Design load_store_unit, sky130hd; sources not shown.
### Signal wires on met1

Scale bar: 20 um.
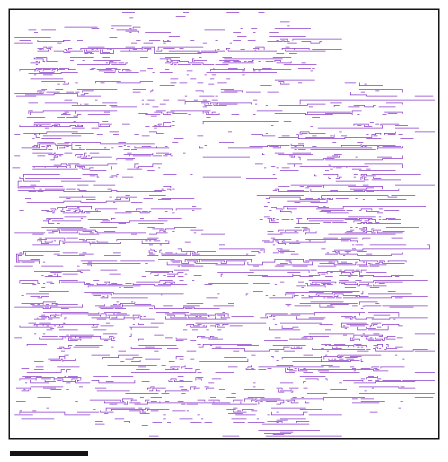
The layer holds 38% of the routed length. 765 nets have wire on it. The longest straight run is 34.5 um. The layer carries 5910 um of wire. The wires run mostly horizontal.
Post-Route WL: 15.7 mm
M1 GR Usage: 31.5%

### Met2 routing

Scale bar: 20 um. Cells faint in the background.
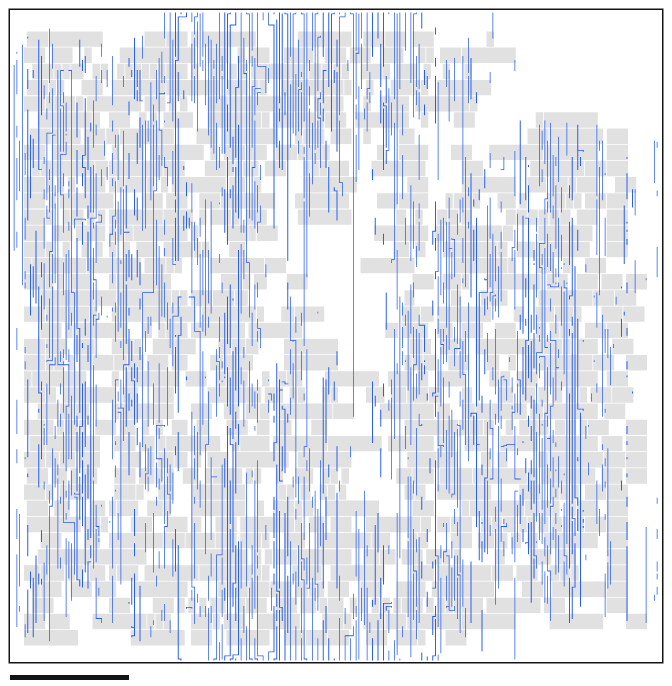
The layer carries 7960 um of wire. 753 nets have wire on it. The longest straight run is 67.7 um.
detailed-route via count: 4887
met2 track demand over resource in global routing: 45.8%

==> impl_metrics.yaml <==
# physical design summary
run_status:
  result_of_the_run: "complete, no violations"
yosys:
  synth_warnings: 0
  yosys_xor_share_pct: 0
  top_cells_by_area_in_the_synthesized_netlist: "sky130_fd_sc_hd__dfrtp_1 (55%), sky130_fd_sc_hd__nand2_1 (14%), sky130_fd_sc_hd__a21oi_1 (4.0%)"
  dominantRegCellSynth: "sky130_fd_sc_hd__dfrtp_1"
  synthesis.area_mm2: 0.00513
  synth.cellmix.simpleShare_pct: 24.6
  common_cells: "sky130_fd_sc_hd__nand2_1 (194), sky130_fd_sc_hd__dfrtp_1 (112), sky130_fd_sc_hd__nor2_1 (49)"
clock_tree:
  cts-htree-levels: 3
  buffer_count_from_post_cts_setup_fixing: 0
  cts_tree: "built"
  insertion_delay_ps: 360
hold_path:
  holdCritPathClass: "reg2reg"
  min_path_cells: 2
flow_run:
  warnings: 26
setup_path:
  worstSetupStartpointType: "flip-flop"
  reg2reg_slack_ps: 9960
  path_class: "reg2out"
  reg2regPathDepth: 4
pwr:
  max-vdd-ir-drop_mv: 0.144
  fin_total_pwr_mw: 1.76
  comb_power_share_pct: 50.0
  pg_comb_uw: 880
final_layout:
  signal_buffer_area_fraction_pct: 29.6
  clock_tree_area_fraction_pct: 2.29
  final_layout_top_logic_cells: "sky130_fd_sc_hd__clkdlybuf4s50_1 (217), sky130_fd_sc_hd__nand2_1 (193), sky130_fd_sc_hd__dfrtp_1 (112)"
  fillers: 879
  final_core_utilization_pct: 69.5
  layout.cell_area.non_filler_mm2: 0.00753
  finish.cell_count_without_fillers: 924
  final_common_cell: "sky130_fd_sc_hd__clkdlybuf4s50_1"
place:
  dpl_cell_area_mm2: 0.00736
  place_congestion: 0.861
sta:
  grt_setup_unrepaired: "no"
  hold_viol: 0
floorplan:
  fp_density_pct: 47.3
routing:
  wl_met1_mm: 5.91
Power and IR drop assume default switching activity.
